==> config.mk <==
export PLATFORM = sky130hd
export DESIGN_NAME = square_calc_flat
export DESIGN_NICKNAME = d
export VERILOG_FILES = /design/src/rtl/square_calc_pkg.sv /design/src/rtl/square_calc_if.sv /design/src/rtl/square_calc_datapath.sv /design/src/rtl/square_calc.sv /design/src/flat_wrapper.sv
export SDC_FILE = /design/constraint.sdc
export NUM_CORES = 1
export LEC_CHECK = 0
export CAP_MARGIN = 10
export CORE_ASPECT_RATIO = 2
export CORE_MARGIN = 1
export CORE_UTILIZATION = 59
export DETAILED_ROUTE_END_ITERATION = 10
export GPL_TIMING_DRIVEN = 0
export MAX_ROUTING_LAYER = met4
export PLACE_DENSITY = 0.85
export SYNTH_ARGS = -nofsm -noshare
export SYNTH_HDL_FRONTEND = slang
export SYNTH_SLANG_ARGS = --single-unit
==> constraint.sdc <==
create_clock -name clk -period 3.7 [get_ports clk]
set_input_delay 0.74 -clock clk [delete_from_list [all_inputs] [get_ports clk]]
set_output_delay 0.74 -clock clk [all_outputs]
set_load 0.05 [all_outputs]
==> src/rtl/square_calc_pkg.sv <==
// square_calc_pkg: widths, default constants, FSM encoding and the
// controller-to-datapath control bundle shared by the squarer files.
package square_calc_pkg;

    localparam int ROOT_WIDTH   = 8;
    localparam int SQUARE_WIDTH = 2 * ROOT_WIDTH;
    localparam int ODD_WIDTH    = ROOT_WIDTH + 1;

    localparam int unsigned ODD_INIT_DEF = 1;
    localparam int unsigned ODD_INC_DEF  = 2;

    typedef enum logic [1:0] {
        IDLE = 2'd0,
        CALC = 2'd1,
        DONE = 2'd2
    } state_t;

    typedef struct packed {
        logic boot;
        logic wr_square;
        logic wr_odd;
        logic wr_count;
    } ctrl_t;

endpackage

==> src/rtl/square_calc_if.sv <==
// square_calc_if: request/result bundle of the squarer.
// master drives start_i/root_i; slave returns square_o, busy_o, done_o.
interface square_calc_if;
    import square_calc_pkg::*;

    logic                    start_i;
    logic [ROOT_WIDTH-1:0]   root_i;
    logic [SQUARE_WIDTH-1:0] square_o;
    logic                    busy_o;
    logic                    done_o;

    modport master (
        output start_i, root_i,
        input  square_o, busy_o, done_o
    );

    modport slave (
        input  start_i, root_i,
        output square_o, busy_o, done_o
    );

endinterface

==> src/rtl/square_calc_datapath.sv <==
// square_calc_datapath: square/odd/count registers with boot muxes,
// adder, decrementer and count==0 flag. Ports: clk, rst_n, ctrl, root_i, square_o, z_o.
module gen_reg #(
    parameter int              WIDTH   = 8,
    parameter logic [WIDTH-1:0] RST_VAL = '0
) (
    input  logic             clk,
    input  logic             rst_n,
    input  logic             en,
    input  logic [WIDTH-1:0] d,
    output logic [WIDTH-1:0] q
);
    always_ff @(posedge clk or negedge rst_n) begin
        if (!rst_n)  q <= RST_VAL;
        else if (en) q <= d;
    end
endmodule

module mux_2_1 #(
    parameter int WIDTH = 8
) (
    input  logic             sel,
    input  logic [WIDTH-1:0] a,
    input  logic [WIDTH-1:0] b,
    output logic [WIDTH-1:0] y
);
    assign y = sel ? b : a;
endmodule

module square_calc_datapath
    import square_calc_pkg::*;
#(
    parameter int unsigned ODD_INIT = ODD_INIT_DEF,
    parameter int unsigned ODD_INC  = ODD_INC_DEF
) (
    input  logic                    clk,
    input  logic                    rst_n,
    input  ctrl_t                   ctrl,
    input  logic [ROOT_WIDTH-1:0]   root_i,
    output logic [SQUARE_WIDTH-1:0] square_o,
    output logic                    z_o
);
    localparam logic [ODD_WIDTH-1:0] ODD_INIT_V = ODD_WIDTH'(ODD_INIT);
    localparam logic [ODD_WIDTH-1:0] ODD_INC_V  = ODD_WIDTH'(ODD_INC);

    logic [SQUARE_WIDTH-1:0] square_q, square_sum, square_d;
    logic [ODD_WIDTH-1:0]    odd_q, odd_sum, odd_d;
    logic [ROOT_WIDTH-1:0]   count_q, count_dec, count_d;

    assign square_sum = square_q + SQUARE_WIDTH'(odd_q);
    assign odd_sum    = odd_q + ODD_INC_V;
    assign count_dec  = count_q - ROOT_WIDTH'(1);

    // boot=1 loads the start values, boot=0 takes the iteration step
    mux_2_1 #(.WIDTH(SQUARE_WIDTH)) u_mux_square (
        .sel (ctrl.boot),
        .a   (square_sum),
        .b   ('0),
        .y   (square_d)
    );

    mux_2_1 #(.WIDTH(ODD_WIDTH)) u_mux_odd (
        .sel (ctrl.boot),
        .a   (odd_sum),
        .b   (ODD_INIT_V),
        .y   (odd_d)
    );

    mux_2_1 #(.WIDTH(ROOT_WIDTH)) u_mux_count (
        .sel (ctrl.boot),
        .a   (count_dec),
        .b   (root_i),
        .y   (count_d)
    );

    gen_reg #(.WIDTH(SQUARE_WIDTH), .RST_VAL('0)) u_reg_square (
        .clk   (clk),
        .rst_n (rst_n),
        .en    (ctrl.wr_square),
        .d     (square_d),
        .q     (square_q)
    );

    gen_reg #(.WIDTH(ODD_WIDTH), .RST_VAL(ODD_INIT_V)) u_reg_odd (
        .clk   (clk),
        .rst_n (rst_n),
        .en    (ctrl.wr_odd),
        .d     (odd_d),
        .q     (odd_q)
    );

    gen_reg #(.WIDTH(ROOT_WIDTH), .RST_VAL('0)) u_reg_count (
        .clk   (clk),
        .rst_n (rst_n),
        .en    (ctrl.wr_count),
        .d     (count_d),
        .q     (count_q)
    );

    assign square_o = square_q;
    assign z_o      = (count_q == '0);

endmodule

==> src/rtl/square_calc.sv <==
// square_calc: sequential squarer, square_o = root_i^2 by summing the
// first root_i odd numbers. Ports: clk, rst_n, bus (square_calc_if.slave).
module square_calc
    import square_calc_pkg::*;
#(
    parameter int unsigned ODD_INIT = ODD_INIT_DEF,
    parameter int unsigned ODD_INC  = ODD_INC_DEF
) (
    input  logic         clk,
    input  logic         rst_n,
    square_calc_if.slave bus
);
    state_t state_q, state_d;
    ctrl_t  ctrl;
    logic   z;

    always_ff @(posedge clk or negedge rst_n) begin
        if (!rst_n) state_q <= IDLE;
        else        state_q <= state_d;
    end

    // the unused encoding 2'd3 falls into default and acts as IDLE
    always_comb begin
        state_d = state_q;
        ctrl    = '0;
        case (state_q)
            CALC: begin
                if (z) begin
                    state_d = DONE;
                end else begin
                    ctrl.wr_square = 1'b1;
                    ctrl.wr_odd    = 1'b1;
                    ctrl.wr_count  = 1'b1;
                end
            end
            DONE: begin
                state_d = IDLE;
            end
            default: begin
                if (bus.start_i) begin
                    state_d        = CALC;
                    ctrl.boot      = 1'b1;
                    ctrl.wr_square = 1'b1;
                    ctrl.wr_odd    = 1'b1;
                    ctrl.wr_count  = 1'b1;
                end
            end
        endcase
    end

    square_calc_datapath #(
        .ODD_INIT (ODD_INIT),
        .ODD_INC  (ODD_INC)
    ) u_dp (
        .clk      (clk),
        .rst_n    (rst_n),
        .ctrl     (ctrl),
        .root_i   (bus.root_i),
        .square_o (bus.square_o),
        .z_o      (z)
    );

    assign bus.busy_o = (state_q == CALC) || (state_q == DONE);
    assign bus.done_o = (state_q == DONE);

endmodule

==> src/flat_wrapper.sv <==
// flat-port wrapper written by rule: the top's interface ports become plain ports
module square_calc_flat import square_calc_pkg::*;
#(
    parameter int unsigned ODD_INIT = ODD_INIT_DEF,
    parameter int unsigned ODD_INC  = ODD_INC_DEF
)
  (clk, rst_n, bus_start_i, bus_root_i, bus_square_o, bus_busy_o, bus_done_o);
  square_calc_if bus_i ();
  input  logic clk;
  input  logic rst_n;
  input wire logic [$bits(bus_i.start_i)-1:0] bus_start_i;
  input wire logic [$bits(bus_i.root_i)-1:0] bus_root_i;
  output wire logic [$bits(bus_i.square_o)-1:0] bus_square_o;
  output wire logic [$bits(bus_i.busy_o)-1:0] bus_busy_o;
  output wire logic [$bits(bus_i.done_o)-1:0] bus_done_o;
  assign bus_i.start_i = bus_start_i;
  assign bus_i.root_i = bus_root_i;
  assign bus_square_o = bus_i.square_o;
  assign bus_busy_o = bus_i.busy_o;
  assign bus_done_o = bus_i.done_o;
  square_calc #(.ODD_INIT(ODD_INIT), .ODD_INC(ODD_INC)) u_core (.clk(clk), .rst_n(rst_n), .bus(bus_i));
endmodule
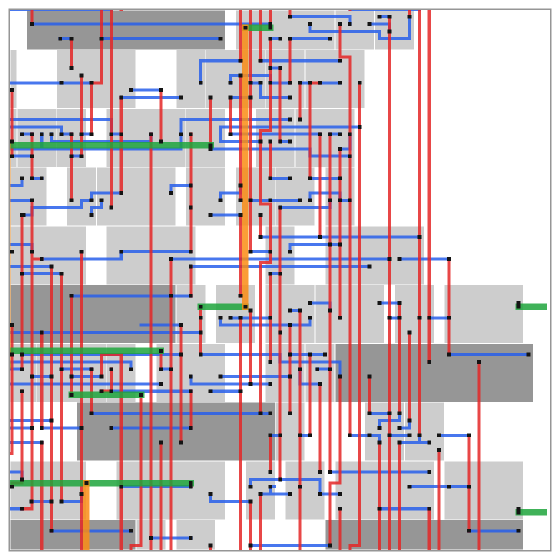
Figure 1: run 1, a small window of the routed layout.
Window x 19 to 44, y 53 to 78 um. Cells in gray, sequential cells in the stronger gray; small squares are vias.
green -> M3
blue -> M1
red -> M2
orange -> M4
most frequent = nand2_1 (7), dfrtp_1 (6)
netlist names of flops here include = u_core.u_dp.u_reg_square.q (4), u_core.u_dp.u_reg_odd.q (2)
sequential cells in the window = 6
cells with their middle in the window = 54

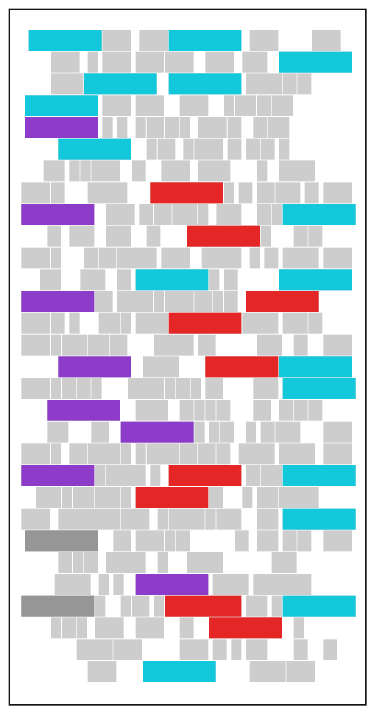
Figure 2: run 1, sequential cells grouped by signal name.
Drawn at 8 px/um. Other sequential cells in the stronger gray, the rest of the logic in the fainter gray.
red -> u_core.u_dp.u_reg_odd.q  # sequential cells 9
purple -> u_core.u_dp.u_reg_count.q  # sequential cells 8
cyan -> u_core.u_dp.u_reg_square.q  # sequential cells 16, where all over the die
combined flip-flop and latch cell area: 877 sq um
Seq area share: 0.343
power dissipated in sequential cells: 0.549 mW
final cell utilization of the core: 0.748

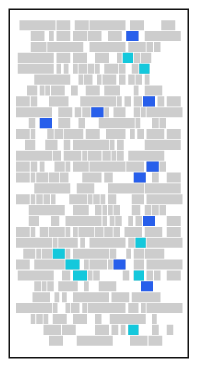
Figure 3: run 1, gate families picked out.
Drawn at 4 px/um.
cyan -> non-inverting ao/oa cells  # cells 8, most used a21o_1
blue -> xor and xnor cells  # cells 9, most used xor2_1
non-filler instance count after layout: 308
Comb/total area: 0.449
most frequently placed logic cell in the final layout: dfrtp_1

==> flow.log, run 1 <==
[report] implementation figures
[metrics] result of the run: completed
[metrics] initial DRC count: 56
[metrics] final worst-path setup slack: 1.05 ns
[metrics] tool warnings: 28
[metrics] number of cells after detailed placement: 300
[metrics] Synth Area per Inst: 9.46 sq um
[metrics] post-detail-place hpwl: 3.43 mm
[metrics] Clk Tree Root Cell: clkbuf_8
[metrics] count of buffer and inverter cells on the critical path: 3
[metrics] fraction of layout cells with a size suffix above 1: 0.0808
[metrics] areal power density over the cells: 597 nW/um^2
[metrics] Max VDD drop: 0.480 mV
[metrics] achievable frequency: 377 MHz
[metrics] critical-path cell with the highest stage delay: clkdlybuf4s50_1
[metrics] routability congestion estimate from global placement: around 0.9
[metrics] clock transition at the registers of the reported paths: about 0.070 ns
[metrics] level count of the clock H-tree: 2
[metrics] flip-flop count of the largest register, all copies and words added: 16
[metrics] critical path required time: 2.96 ns
[metrics] Cell Rows: 30
[metrics] Worst path top cell family by delay: buffers and inverters
[metrics] die span in x: 44.4 um
[metrics] die outline area: 3850 sq um
[metrics] Tightest Pin Transition: 0.800 ns
[metrics] Flops after synth: 35
[metrics] average via count per standard cell: 5.83
[metrics] final wirelength: 4.72 mm
[metrics] critical path's largest stage delay: 0.79 ns
[metrics] number of antenna violations at the first check in global routing: 0
[metrics] main flop type: dfrtp_1
[metrics] max-capacitance violation count: 0
==> run 1: final timing paths <==
kind,slack [ns],from,end,cells past startpoint
max in group asynchronous,2.66,rst_n,u_core.u_dp.u_reg_square.q[12],1
worst min-delay path,0.47,u_core.u_dp.u_reg_square.q[15],u_core.u_dp.u_reg_square.q[15],1
worst min register to register,0.47,u_core.u_dp.u_reg_square.q[15],u_core.u_dp.u_reg_square.q[15],1
worst max register to register,1.13,u_core.u_dp.u_reg_square.q[0],u_core.u_dp.u_reg_square.q[14],7
worst max-delay path,1.05,u_core.state_q[0],bus_busy_o,4
min in group asynchronous,0.53,rst_n,u_core.u_dp.u_reg_square.q[8],1
==> run 1: report_power, final <==
| group | internal, mW | leakage [nW] | switching, mW |
|---|---|---|---|
| Clock | 0.170 | 0.0515 | 0.143 |
| Sequential | 0.458 | 0.463 | 0.0908 |
| Combinational | 0.254 | 0.641 | 0.409 |
| Total | 0.883 | 1.16 | 0.643 |
==> run 1: logic make-up after synthesis <==
logic type,Yosys count,share of synthesized area
adders and majority gates,15,0.0921
buffers and inverters,17,0.0449
muxes,8,0.0378
DFF,35,0.414
AOI/OAI and AO/OA,55,0.169
and+or+nand+nor,85,0.205
xor gates and xnor gates,9,0.0372
==> run 1: area by class of cell <==
| type | count | area (sq um) | share of cell area |
|---|---|---|---|
| Multi-Input combinational cell | 172 | 1150 | 0.449 |
| Sequential cell | 35 | 877 | 0.343 |
| Timing Repair Buffer | 28 | 275 | 0.108 |
| Clock buffer | 8 | 100 | 0.0392 |
| Buffer | 9 | 65.1 | 0.0255 |
| Tap cell | 48 | 60.1 | 0.0235 |
| Inverter | 8 | 30.0 | 0.0118 |
==> run 2: changes to the inputs <==
--- a/config.mk
+++ b/config.mk
@@ -8,11 +8,11 @@
 export CAP_MARGIN = 10
 export CORE_ASPECT_RATIO = 2
 export CORE_MARGIN = 1
-export CORE_UTILIZATION = 59
+export CORE_UTILIZATION = 55
 export DETAILED_ROUTE_END_ITERATION = 10
 export GPL_TIMING_DRIVEN = 0
 export MAX_ROUTING_LAYER = met4
-export PLACE_DENSITY = 0.85
+export PLACE_DENSITY = 0.8
 export SYNTH_ARGS = -nofsm -noshare
 export SYNTH_HDL_FRONTEND = slang
 export SYNTH_SLANG_ARGS = --single-unit
==> constraint.sdc (replaced) <==
create_clock -name clk -period 2.6 [get_ports clk]
set_input_delay 0.52 -clock clk [delete_from_list [all_inputs] [get_ports clk]]
set_output_delay 0.52 -clock clk [all_outputs]
set_load 0.05 [all_outputs]
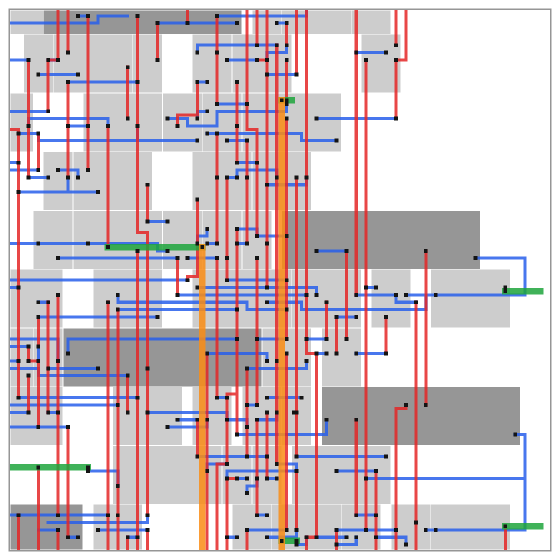
Figure 4: run 2, a small window of the routed layout.
Window x 21 to 46, y 55 to 80 um. Cells in gray, sequential cells in the stronger gray; small squares are vias.
green -> M3
red -> M2
orange -> M4
blue -> M1
netlist names of flops here include = u_core.u_dp.u_reg_square.q (2), u_core.u_dp.u_reg_odd.q (1)
sequential cells in the window = 3
most frequent = nand2_1 (5), o21ai_0 (5), nand3_1 (5)
cells with their middle in the window = 47

==> run 2 against run 1 <==
  * Via count decreased by 1.6%
  * Clock power increased by 24%
  * Final area decreased by 0.44%
  * Synthesized area unchanged
  * Synthesized cell count unchanged
  * Combinational power increased by about 40%
  * Hold slack got worse by 0.16 ns
  * Critical path type unchanged
==> flow.log, run 2 <==
[report] implementation figures
[metrics] result of the run: completed
[metrics] Comb/total area: 0.454
[metrics] Multi-In Gates: about 170
[metrics] tool warnings: 28
[metrics] number of antenna violations at the first check in global routing: 0
[metrics] max-capacitance violation count: 0
[metrics] Max VDD drop: 0.635 mV
[metrics] non-clock buffer instance count of the final layout: 37
[metrics] combined flip-flop and latch cell area: 877 sq um
[metrics] R2R depth: 7
[metrics] reg-to-reg setup timing slack: 0.21 ns
[metrics] Flops after synth: 35
[metrics] final worst-path setup slack: 0.189 ns
[metrics] buffer share of cell area: 0.134
[metrics] Clk Tree Root Cell: clkbuf_8
[metrics] non-clock inverter instance count of the final layout: 8
[metrics] sequential cell count: 35
[metrics] startpoint of the most critical setup path: u_core.state_q[0]
[metrics] Synth Area per Inst: 9.46 sq um
[metrics] critical path required time: 2.08 ns
[metrics] flip-flop count of the largest register, all copies and words added: 16
[metrics] level count of the clock H-tree: 2
[metrics] worst reg2reg path startpoint: u_core.u_dp.u_reg_square.q[0]
[metrics] Seq area share: 0.345
[metrics] MI comb area: 1150 sq um
[metrics] clock buffer count in the final layout: 7
[metrics] most frequently placed logic cell in the final layout: dfrtp_1
[metrics] fraction of layout cells with a size suffix above 1: 0.0808
[metrics] Cell Rows: 31
[metrics] main flop type: dfrtp_1
[metrics] clock transition at the registers of the reported paths: 0.07 ns
[metrics] initial DRC count: between 60 and 70
[metrics] die span in x: between 40 and 50 um
[metrics] average via count per standard cell: 5.72
[metrics] die outline area: approximately 4100 sq um
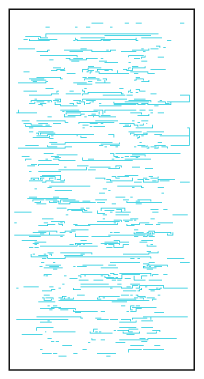
Figure 5: run 2, metal 1.
Drawn at 4 px/um.
longest straight run = 28.1 um
wire length on this layer = 1720 um
nets with wire on the layer = 249
share of all routed wire = 39%

[run 2: cell families (layout without fill, tap and decap cells)]
logic type,Yosys count,after routing,synth area share
AND-OR/OR-AND,55,55,0.169
XOR/XNOR,9,9,0.0372
adder cells (fa/ha/maj),15,15,0.0921
buffers and inverters,17,53,0.0449
flip-flops,35,35,0.414
multiplexers,8,8,0.0378
AND/OR/NAND/NOR,85,85,0.205
[run 2: critical path, cell delays in order (launching register included)]
cell and delay [ns]:
dfrtp_1 0.35, inv_1 0.05, ha_1 0.35, inv_1 0.07, clkdlybuf4s50_1 0.79
[run 2: routing by layer]
metal  vias to the layer above  part of all wire  global-route usage
met4                         0             0.026               0.110
met1                       849              0.38               0.287
met5                         -                 0                   -
li1                        877                 -                   -
met2                        30              0.57               0.430
met3                        11             0.019              0.0402
[run 2: worst paths after layout]
kind / end
max: bus_busy_o
min: u_core.u_dp.u_reg_square.q[1]
max reg2reg: u_core.u_dp.u_reg_square.q[14]
min reg2reg: u_core.u_dp.u_reg_square.q[15]
max in group asynchronous: u_core.u_dp.u_reg_count.q[4]
min in group clk: u_core.u_dp.u_reg_square.q[15]
[run 2: power breakdown]
part / switching [mW] / internal [mW] / total, mW / leakage (nW)
Clock: 0.199 / 0.188 / 0.388 / 0.0422
Combinational: 0.569 / 0.359 / 0.928 / 0.644
Sequential: 0.117 / 0.652 / 0.769 / 0.463
Total: 0.885 / 1.20 / 2.08 / 1.15
[run 2: metrics by stage]
stage               hold WS (ns)  instances  power [mW]   util
floorplan                  0.224        224        1.44      -
global placement           0.466        301        1.69  0.675
detailed placement         0.480        301        1.71  0.674
CTS                        0.340        309        2.10  0.698
global route               0.389        309        2.23  0.698
finish                     0.313        309        2.08  0.698
==> run 3: changes to the inputs <==
--- a/config.mk
+++ b/config.mk
@@ -9,6 +9,7 @@
 export CORE_ASPECT_RATIO = 2
 export CORE_MARGIN = 1
 export CORE_UTILIZATION = 55
+export CTS_CLUSTER_DIAMETER = 30
 export DETAILED_ROUTE_END_ITERATION = 10
 export GPL_TIMING_DRIVEN = 0
 export MAX_ROUTING_LAYER = met4
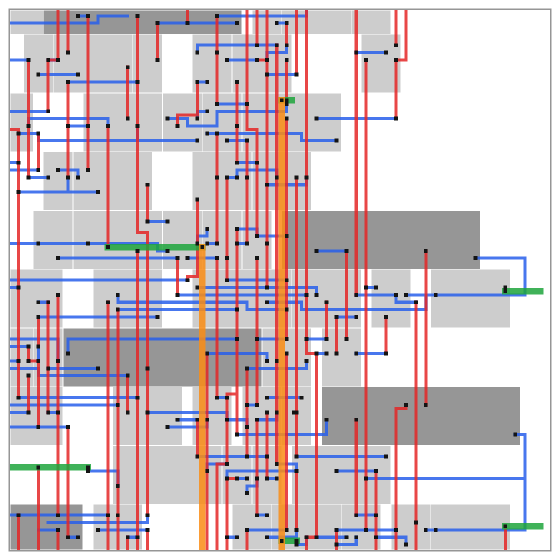
Figure 6: run 3, a small window of the routed layout.
Window x 21 to 46, y 55 to 80 um. Cells in gray, sequential cells in the stronger gray; small squares are vias.
orange -> M4
blue -> M1
green -> M3
red -> M2
netlist names of flops here include = u_core.u_dp.u_reg_square.q (2), u_core.u_dp.u_reg_odd.q (1)
sequential cells in the window = 3
most frequent = nand2_1 (5), o21ai_0 (5), nand3_1 (5)
cells with their middle in the window = 47

==> run 3 against run 2 <==
  * Critical path depth is the same
  * Sequential cell count is the same
  * Synthesized area is the same
  * Power is the same
  * Non-clock buffer count is the same
  * Sequential share of layout area is the same
  * Critical path type unchanged
==> flow.log, run 3 <==
[report] implementation figures
[metrics] result of the run: completed
[metrics] combined flip-flop and latch cell area: 877 sq um
[metrics] group with the largest share of power: combinational cells
[metrics] most frequently placed logic cell in the final layout: dfrtp_1
[metrics] areal power density over the cells: 819 nW/um^2
[metrics] routability congestion estimate from global placement: about 0.86
[metrics] clock transition at the registers of the reported paths: approximately 0.070 ns
[metrics] number of antenna violations at the first check in global routing: 0
[metrics] multiplexer fraction of the synthesized cell area: 0.0378
[metrics] Cell Rows: 31
[metrics] aoi share: 0.169
[metrics] sw frac: 0.424
[metrics] Clk Tree Root Cell: clkbuf_8
[metrics] Logic family by area: simple AND/OR/NAND/NOR gates
[metrics] post-detail-place hpwl: 3.35 mm
[metrics] final worst-path setup slack: 0.189 ns
[metrics] startpoint of the most critical setup path: u_core.state_q[0]
[metrics] final wirelength: about 4.5 mm
[metrics] average via count per standard cell: roughly 5.7
[metrics] switching component of the power: 0.885 mW
[metrics] clock network fraction of total power: 0.186
[metrics] initial DRC count: 64
[metrics] critical path required time: 2.08 ns
[metrics] cells along the critical path: inv_1, ha_1, inv_1, clkdlybuf4s50_1
[metrics] Tightest Pin Transition: between 0.8 and 0.9 ns
[metrics] achievable frequency: 415 MHz
[metrics] adder share: 0.0921
[metrics] fraction of layout cells with a size suffix above 1: 0.0808
[metrics] Seq pwr share: 0.369
[metrics] die outline area: ~4100 sq um
[metrics] power attributed to the clock group: 0.388 mW
[metrics] max-capacitance violation count: 0
[metrics] Worst path top cell family by delay: buffers and inverters
[metrics] power share of the combinational group: 0.445
[metrics] power dissipated in sequential cells: between 0.7 and 0.8 mW
[metrics] die span in x: about 46 um
[metrics] Simple-Gate Area Share: 0.205
[metrics] Synth Area in XOR/XNOR: 0.0372
[metrics] critical-path cell with the highest stage delay: clkdlybuf4s50_1
[metrics] Synth Area per Inst: 9.46 sq um
[metrics] most frequent cell on the critical path: inv_1
[metrics] count of buffer and inverter cells on the critical path: 3
[metrics] Flops after synth: 35
[metrics] Power Internal: 1.20 mW
[metrics] critical path's largest stage delay: 0.79 ns
[metrics] main flop type: dfrtp_1
[metrics] level count of the clock H-tree: 2
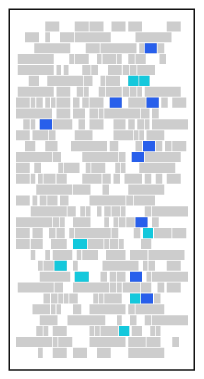
Figure 7: run 3, gate families picked out.
Drawn at 4 px/um.
cyan -> non-inverting ao/oa cells  # cells 8, most used a21o_1
blue -> xor and xnor cells  # cells 9, most used xor2_1

-- run 3: layout make-up --
| cell class | count | share of cell area |
|---|---|---|
| repair buffers | 28 | 0.108 |
| clock inverters | 1 | 0.00197 |
| well taps | 49 | 0.0241 |
| multi-input cells | 172 | 0.454 |
| clock buffers | 7 | 0.0300 |
| inverters | 8 | 0.0118 |
| plain buffers | 9 | 0.0256 |
| flip-flops and latches | 35 | 0.345 |
-- run 3: logic make-up (layout without fill, tap and decap cells) --
group,after synthesis,count (layout)
DFF,35,35
and+or+nand+nor,85,85
buffers and inverters,17,53
adders and majority gates,15,15
muxes,8,8
xor gates and xnor gates,9,9
AOI/OAI and AO/OA,55,55
-- run 3: path summary, 6_finish.rpt --
check                                            endpoint  slack, ns  cells past startpoint
max reg2reg                u_core.u_dp.u_reg_square.q[14]       0.21                      7
max                                            bus_busy_o       0.19                      4
max in group asynchronous    u_core.u_dp.u_reg_count.q[4]       1.77                      1
min reg2reg                u_core.u_dp.u_reg_square.q[15]       0.48                      1
min                         u_core.u_dp.u_reg_square.q[1]       0.31                      1
min in group clk           u_core.u_dp.u_reg_square.q[15]       0.48                      1
-- run 3: routing by layer --
metal	GRT usage	wire [um]
met2	0.430	2550
met1	0.287	1720
met3	0.0402	87
met4	0.110	115
met5	-	0
-- run 3: through the flow --
step | hold WS (ns) | instances | utilization | total power, mW | cell area (sq um)
6_report | 0.313 | 309 | 0.698 | 2.08 | 2540
5_1_grt | 0.389 | 309 | 0.698 | 2.23 | 2540
4_1_cts | 0.340 | 309 | 0.698 | 2.10 | 2540
3_5_place_dp | 0.480 | 301 | 0.674 | 1.71 | 2460
3_3_place_gp | 0.466 | 301 | 0.675 | 1.69 | 2460
2_1_floorplan | 0.224 | 224 | - | 1.44 | 2120
Power and IR drop assume default switching activity.
